**config.mk**
```make
export PLATFORM = sky130hd
export DESIGN_NAME = dcache_direct_wb
export DESIGN_NICKNAME = d
export VERILOG_FILES = /design/src/rtl/cache_pkg.sv /design/src/rtl/dcache_direct_wb.sv
export SDC_FILE = /design/constraint.sdc
export NUM_CORES = 2
export LEC_CHECK = 0
export CORE_MARGIN = 4
export CORE_UTILIZATION = 45
export DETAILED_ROUTE_END_ITERATION = 8
export DONT_BUFFER_PORTS = 1
export PLACE_DENSITY_LB_ADDON = 0.12
export SYNTH_ARGS = -nofsm -noshare
export SYNTH_HDL_FRONTEND = slang
export SYNTH_SLANG_ARGS = --single-unit
export TNS_END_PERCENT = 10
```
**constraint.sdc**
```tcl
create_clock -name clk -period 5 [get_ports clk]
set_input_delay 0.5 -clock clk [delete_from_list [all_inputs] [get_ports clk]]
set_output_delay 0.5 -clock clk [all_outputs]
set_load 0.01 [all_outputs]
```
**src/rtl/cache_pkg.sv**
```systemverilog
// Shared cache definitions: FSM state encoding, field widths and byte-merge helper.
// Used by both the D-cache and the I-cache.
package cache_pkg;

    typedef enum logic [1:0] {
        IDLE       = 2'd0,
        SWAP_OUT   = 2'd1,
        SWAP_IN    = 2'd2,
        SWAP_IN_OK = 2'd3
    } cache_state_t;

    localparam int WORD_ADDR    = 2;
    localparam int LINE_SIZE    = 1 << 3;
    localparam int SET_SIZE     = 1 << 3;
    localparam int MEM_ADDR_LEN = 30 - 3;

    function automatic logic [31:0] merge_bytes(input logic [31:0] old_word,
                                                input logic [31:0] new_word,
                                                input logic [3:0]  be);
        logic [31:0] merged;
        merged = old_word;
        for (int b = 0; b < 4; b++) begin
            if (be[b]) merged[b*8 +: 8] = new_word[b*8 +: 8];
        end
        return merged;
    endfunction

endpackage

```
**src/rtl/dcache_direct_wb.sv**
```systemverilog
// Direct-mapped, write-back, write-allocate data cache with a swap-out/swap-in miss FSM.
// Hits complete in the request cycle; misses hold miss_stall until the refilled line hits.
module dcache_direct_wb
    import cache_pkg::*;
#(
    parameter int LINE_ADDR_LEN = 3,
    parameter int SET_ADDR_LEN  = 3,
    parameter int TAG_ADDR_LEN  = 12
) (
    input  logic                             clk,
    input  logic                             rst,
    input  logic                             rd_req,
    input  logic                             wr_req,
    input  logic [31:0]                      addr,
    input  logic [3:0]                       wr_be,
    input  logic [31:0]                      wr_data,
    output logic [31:0]                      rd_data,
    output logic                             miss_stall,
    output logic                             mem_rd_req,
    output logic                             mem_wr_req,
    output logic [29-LINE_ADDR_LEN:0]        mem_addr,
    output logic [(32<<LINE_ADDR_LEN)-1:0]   mem_wr_line,
    input  logic [(32<<LINE_ADDR_LEN)-1:0]   mem_rd_line,
    input  logic                             mem_gnt
);

    localparam int SETS  = 1 << SET_ADDR_LEN;
    localparam int LBITS = 32 << LINE_ADDR_LEN;
    localparam int MAW   = 30 - LINE_ADDR_LEN;
    localparam int HI    = WORD_ADDR + LINE_ADDR_LEN + SET_ADDR_LEN + TAG_ADDR_LEN;

    logic [LBITS-1:0]        data_array [SETS];
    logic [TAG_ADDR_LEN-1:0] tag_array  [SETS];
    logic [SETS-1:0]         valid;
    logic [SETS-1:0]         dirty;

    cache_state_t            state;
    logic [TAG_ADDR_LEN-1:0] miss_tag;
    logic [SET_ADDR_LEN-1:0] miss_set;
    logic [LBITS-1:0]        fill_line;

    logic                     req;
    logic                     hit;
    logic [LINE_ADDR_LEN-1:0] word_idx;
    logic [SET_ADDR_LEN-1:0]  set_idx;
    logic [TAG_ADDR_LEN-1:0]  tag_in;
    logic [31:0]              hit_word;
    logic                     unused_addr;

    assign req         = rd_req | wr_req;
    assign word_idx    = addr[WORD_ADDR +: LINE_ADDR_LEN];
    assign set_idx     = addr[WORD_ADDR + LINE_ADDR_LEN +: SET_ADDR_LEN];
    assign tag_in      = addr[WORD_ADDR + LINE_ADDR_LEN + SET_ADDR_LEN +: TAG_ADDR_LEN];
    assign unused_addr = ^{addr[WORD_ADDR-1:0], addr[31:HI]};

    assign hit      = req && (state == IDLE) && valid[set_idx] && (tag_array[set_idx] == tag_in);
    assign hit_word = data_array[set_idx][32*word_idx +: 32];

    // A simultaneous rd_req/wr_req is a store, so only pure loads return data.
    assign miss_stall = !rst && req && !hit;
    assign rd_data    = (!rst && hit && rd_req && !wr_req) ? hit_word : 32'd0;

    // Miss FSM; memory request outputs are registered and stay stable until mem_gnt.
    always_ff @(posedge clk) begin
        if (rst) begin
            state       <= IDLE;
            valid       <= '0;
            dirty       <= '0;
            miss_tag    <= '0;
            miss_set    <= '0;
            fill_line   <= '0;
            mem_rd_req  <= 1'b0;
            mem_wr_req  <= 1'b0;
            mem_addr    <= '0;
            mem_wr_line <= '0;
        end else begin
            case (state)
                IDLE: begin
                    if (hit && wr_req) begin
                        dirty[set_idx] <= 1'b1;
                    end else if (req && !hit) begin
                        miss_tag <= tag_in;
                        miss_set <= set_idx;
                        if (valid[set_idx] && dirty[set_idx]) begin
                            state       <= SWAP_OUT;
                            mem_wr_req  <= 1'b1;
                            mem_addr    <= MAW'({tag_array[set_idx], set_idx});
                            mem_wr_line <= data_array[set_idx];
                        end else begin
                            state      <= SWAP_IN;
                            mem_rd_req <= 1'b1;
                            mem_addr   <= MAW'({tag_in, set_idx});
                        end
                    end
                end
                SWAP_OUT: begin
                    if (mem_gnt) begin
                        state       <= SWAP_IN;
                        mem_wr_req  <= 1'b0;
                        mem_wr_line <= '0;
                        mem_rd_req  <= 1'b1;
                        mem_addr    <= MAW'({miss_tag, miss_set});
                    end
                end
                SWAP_IN: begin
                    if (mem_gnt) begin
                        state      <= SWAP_IN_OK;
                        fill_line  <= mem_rd_line;
                        mem_rd_req <= 1'b0;
                        mem_addr   <= '0;
                    end
                end
                SWAP_IN_OK: begin
                    state           <= IDLE;
                    valid[miss_set] <= 1'b1;
                    dirty[miss_set] <= 1'b0;
                end
                default: state <= IDLE;
            endcase
        end
    end

    // Line and tag storage carry no reset; valid bits qualify their contents.
    always_ff @(posedge clk) begin
        if (!rst) begin
            if (state == IDLE && hit && wr_req) begin
                data_array[set_idx][32*word_idx +: 32] <= merge_bytes(hit_word, wr_data, wr_be);
            end else if (state == SWAP_IN_OK) begin
                data_array[miss_set] <= fill_line;
                tag_array[miss_set]  <= miss_tag;
            end
        end
    end

endmodule

```
==> flow_summary.ini <==
; synthesis and place-and-route metrics
[run_status]
status = finished clean

[pwr]
power_leader = registers
p_leak_nw = 44.1
internal_power_mw = 38.9
p_sw_mw = 12.5
peakVddDrop_mv = 0.394
p_comb_mw = 4.96
pwr-share-clk_pct = 42.2
pwr-share-comb_pct = 9.7

[synthesis]
common_cells = edfxtp_1 (2144), nand2_1 (994), dfxtp_1 (562)
ff_type = edfxtp_1
syn_avg_cell_area_um2 = 15.9
top_area_share_pct = 59.1
yosys_warnings = 0
largest_area_cell = edfxtp_1
async_flop_share_pct = 0
syn_inst = 6870
numSynthFlops = 2706
ys_seq_share_pct = 69.4
ys_types = 79
ys_cells = 6870

[clocking]
cts_resized = 0
clk_pin_slew_ns = 0.05
worstSkewPairLatency_ns = 0.96
cts_setup_buffers = 0
h-tree-depth = 5
cts_sinks = 2706

[routing]
drc_errors = 0
wl_met2_um = 173000
top_layer = met5
wl_met1_um = 152000
drt_iter0_markers = 8073
ant_nets = 0

[timing]
fin_ws_ns = 0.00878
finalSetupViolCount = 0

[setup_path]
critPathKind = in2out
endpoint = rd_data[16]
crit_top_cell = buf_16
cp.arrival_ns = 4.49
crit_path_end_kind = output port
cpPeakStageDelay_ns = 0.55
cp_slowest_cell = or4_4
crit_cells = 14
crit_start = addr[5]

[finish]
nNetsFinal = 7954
fill_cells = 19300
layout_top_cell = edfxtp_1
drive_gt1_share_pct = 22.6

[grt]
groute.usage.overall_pct = 29.8
antenna_found_initial = 39
grt_util_met3_pct = 5.45
grt_max_degree = 621
grt_pass1_vias = 65100

[run]
max-cap-violations = 0

[floorplanning]
die_area_um2 = 250000
io_pins = 647
rows = 180

[placement]
post-place-cells = 10000
stage by stage:
stage / util (%) / setup TNS [ns] / cell area, µm² / hold slack [ns] / total power, mW
after floorplan: - / 0 / 109000 / 0.437 / 27.7
after global placement: 47.9 / 0 / 115000 / 0.445 / 29.3
after detailed placement: 47.9 / 0 / 115000 / 0.447 / 29.4
after CTS: 53.8 / 0 / 130000 / 0.00731 / 51.3
after global routing: 54.0 / -0.00692 / 130000 / 0.0584 / 52.7
final: 54.0 / 0 / 130000 / 0.0915 / 51.4
logic make-up (layout without fill, tap and decap cells):
kind of cell / count (synthesis) / after routing / share of synthesized area (%)
AOI/OAI and AO/OA: 1262 / 1262 / 9.31
xor gates and xnor gates: 3 / 3 / 0.0241
adders and majority gates: 10 / 10 / 0.115
buffers and inverters: 709 / 1669 / 3.56
DFF: 2706 / 2706 / 69.4
muxes: 857 / 857 / 12.8
other: 1 / 51 / 0.00344
and+or+nand+nor: 1322 / 1322 / 4.79
state kept, by name, summed over array words and instances, names as in the netlist:
| signal | flops |
|---|---|
| mem_rd_req | 1 |
| valid | 8 |
| mem_wr_line | 256 |
| mem_wr_req | 1 |
| miss_set | 3 |
| tag_array | 96 |
| state | 2 |
| data_array | 2048 |
| mem_addr | 15 |
| fill_line | 256 |
| miss_tag | 12 |
| dirty | 8 |
area by class of cell:
type	instances	area, µm²	share of cell area [%]
Tap cell	3185	3990	3.06
Multi-Input combinational cell	3466	30200	23.2
Clock inverter	127	1060	0.817
Inverter	215	818	0.629
Antenna cell	39	97.6	0.0750
Timing Repair Buffer	922	9840	7.56
Sequential cell	2706	75600	58.1
Clock buffer	405	8460	6.50
tightest hold or removal path: stages:
cell,delay (ns)
nor2_1,0.08
and3_1,0.22
a32o_1,0.13
pins.png
(0.5 px per µm) Pins as bars across the die edge, other pins in grey.
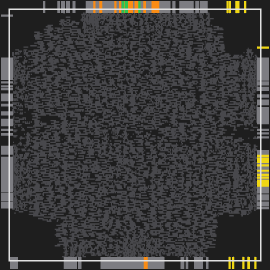
orange -> wr_data  # pins 32, direction input, edge 30 top, 2 bottom
green -> wr_be  # pins 4, direction input, edge top
yellow -> mem_addr  # pins 27, direction output, edge 16 right, 6 bottom, 5 top
all pins by edge = 214 top, 167 bottom, 143 right, 123 left

port_nets.png
(1 px per µm)
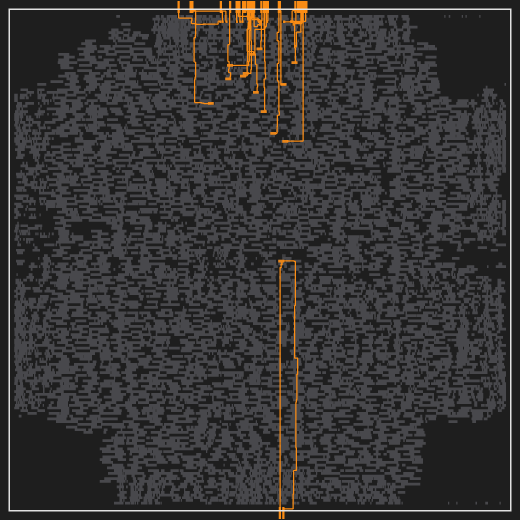
orange -> wr_data  # bits 32, direction input, edge 30 top, 2 bottom, end cells 32, buffers 0, wire 2060 µm

final_congestion.png
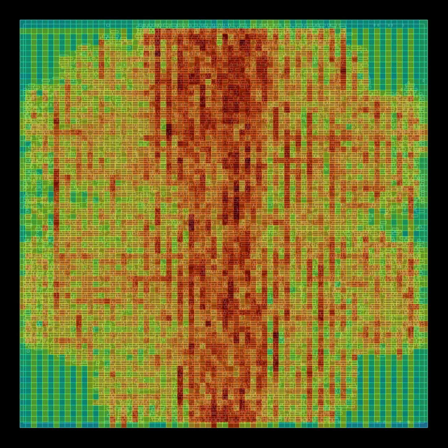
drt wl/cell: 34.7 µm
met1 GRT Util: 41.2%
met2 global-route usage: 44.9%
final core utilization: 54.0%
busiest layer in global routing: met2

Power figures rest on the tool's default switching activity, not on a simulated workload.
